### Metal 1

Scale bar: 20 um. Supply wires on this layer in gray.
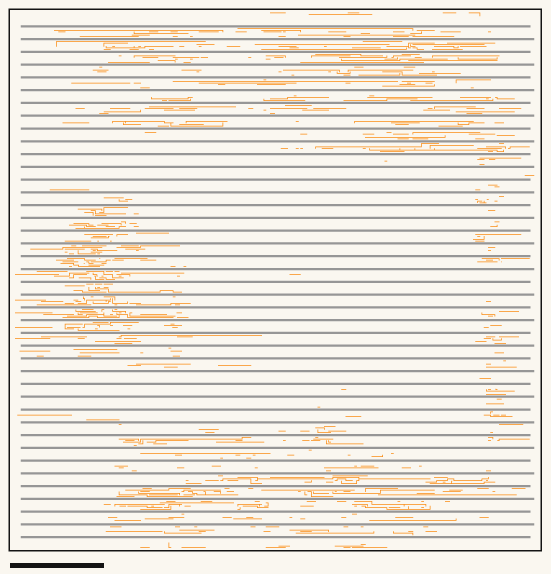
### Metal 2

Scale bar: 20 um.
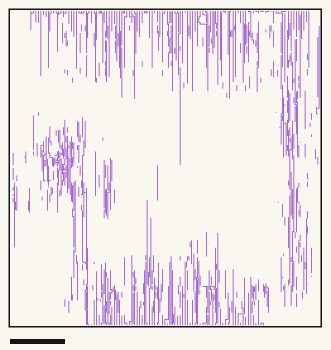
Design wb_unified_mem_arbiter, sky130hd; sources not shown.
==> results.cfg <==
; generated from flow reports
[outcome]
status = finished, violations left
violations = DRC

[floorplan]
io_pins = 282
fp.dieH_um = 115
fp_util_pct = 15.1
core_sq_um = 11800

[synth]
largest_area_cell = buf_4
syn_area_per_cell_sq_um = 7.40
synth_warnings = 6
mux_share_pct = 0.561
ys_ff = 6
synth.logic.top_family = simple AND/OR/NAND/NOR gates
top_cells_by_area = buf_4, a22oi_1, and2_1, nor2b_1, dfrtp_1
ys.flop_type = dfrtp_1
top_area_share_pct = 26.9
top_cell = buf_4
async_reset_ff_share_pct = 100
synth-compound-area-share_pct = 20.6
edf_count = 0

[finish]
layout.nets = 504
largest_reg_flops = 4
synthToLayoutAreaGrowth_pct = 136
antennaDiodeCount = 0

[placed_design]
gp_congestion = 0.839
port_buffers = 185

[worst_setup_path]
critPathLaunchType = flop
crit_type = flop to output port
path_max_fanout = 43
crit_required_ns = 2.56

[timing]
rsz0062_at_grt = false
finalCriticalPeriod_ns = 2.56
fin_skew_ns = 0.00207
fin_crit_sh_pct = 80.1
setup_viol = 0

[clock_tree]
clk_pin_slew_ns = 0.03
clk_latency_ns = 0.23
cts_sinks = 6
htree_levels = 1
numCtsBuffers = 3

[job]
warnings = 32
drv_cap = 0

[route]
drt_iter0_drc = 74
remaining_drc_errors = 18
ant_nets = 0

[grt]
grt_pass1_vias = 2089
grt-ovfl-total = 0

[worst_hold_path]
hold_depth = 1

[pwr]
powerDensity_nw_per_um2 = 262
Notes on 'Metal 1' above:
- share of all routed wire: 36%
- nets with wire on the layer: 367
- wire length on this layer: 2,840 um
- main direction: horizontal
- longest straight run: 47.8 um
final WL: 7.84 mm
met1 Use GR: 13.3%
via count: 2,037

Notes on 'Metal 2' above:
- longest straight run: 35.4 um
- share of all routed wire: 54%
- wire length on this layer: 4,250 um
met2 GRT Util: 19.6%

[cell usage in the layout, fill, tap and decap left out]
cell             synthesis  final
o221ai_1                 2      2
or4b_1                   1      1
nand4_1                  1      1
clkbuf_16                0      3
o21a_1                   1      1
nor2b_2                  0     38
clkdlybuf4s50_1          0    108
nand3b_4                 1      1
a32o_1                   1      1
and3_1                   1      1
and2_1                  40     40
mux2i_1                  1      1
nor2b_1                 39      1
buf_4                   64      7
nand3_1                  2      2
ha_4                     0      1
xor2_1                   1      1
a21oi_1                  5      5
buf_12                   0     74
inv_1                    5      5
o21ai_0                  1      1
o2bb2ai_1                1      1
a32o_2                   1      1
a32oi_1                  2      2
a221o_1                  1      1
nor2_1                   3      3
and3_4                   1      1
and2b_1                  1      1
dfrtp_1                  6      6
ha_1                     8      7
a22oi_1                 34     34
nand2_1                  1      1
[metrics by stage]
stage / area [sq um] / setup WS (ns) / hold WS (ns) / instances
finish: 4220 / 0.636 / 0.574 / 500
global route: 4220 / 0.491 / 0.594 / 500
CTS: 4210 / 0.385 / 0.570 / 500
detailed placement: 4130 / 0.617 / 0.569 / 497
global placement: 4130 / 0.698 / 0.545 / 497
floorplan: 1880 / 0.300 / 0.344 / 241
[worst max-delay path, stage by stage, from the launching register on]
cell and delay (ns):
dfrtp_1 0.41, inv_1 0.16, ha_4 0.39, buf_12 0.24
a22oi_1 0.10, nor2b_2 0.19, buf_12 0.19
[cells by family (layout without fill, tap and decap cells)]
kind of cell,after synthesis,count (layout)
compound gates,49,49
xor+xnor,1,1
fa+ha+maj,8,8
buf+inv,85,197
flops,6,6
mux,1,1
simple gates,91,91
[timing repair]
action                     CTS  global route
setup endpoints to repair    0             7
resized                      0             1
setup buffers                0             0
[report_power, final]
group          switching (W)  internal [W]  leakage (nW)   total, W
registers         0.00000632     0.0000805        0.0821  0.0000868
logic               0.000467      0.000349          1.43   0.000816
clock network      0.0000417      0.000160        0.0370   0.000202
[final cells by class]
| cell class | instances | area, sq um | share of cell area (%) |
|---|---|---|---|
| Clock buffer | 3 | 75.1 | 1.78 |
| Tap cell | 147 | 184 | 4.36 |
| Inverter | 5 | 18.8 | 0.445 |
| Timing Repair Buffer | 189 | 2620 | 62.0 |
| Sequential cell | 6 | 150 | 3.56 |
| Multi-Input combinational cell | 150 | 1170 | 27.9 |
[routing by layer]
layer  track usage (%)  routed length (um)  vias to the layer above
met4              3.58                 153                        0
met3              2.32                 591                       14
met5                 0                   0                        -
li1                  -                   -                      977
met1              13.3                2840                      947
met2              19.6                4250                       99
No activity file was given, so power comes from the tool's default toggle rates.
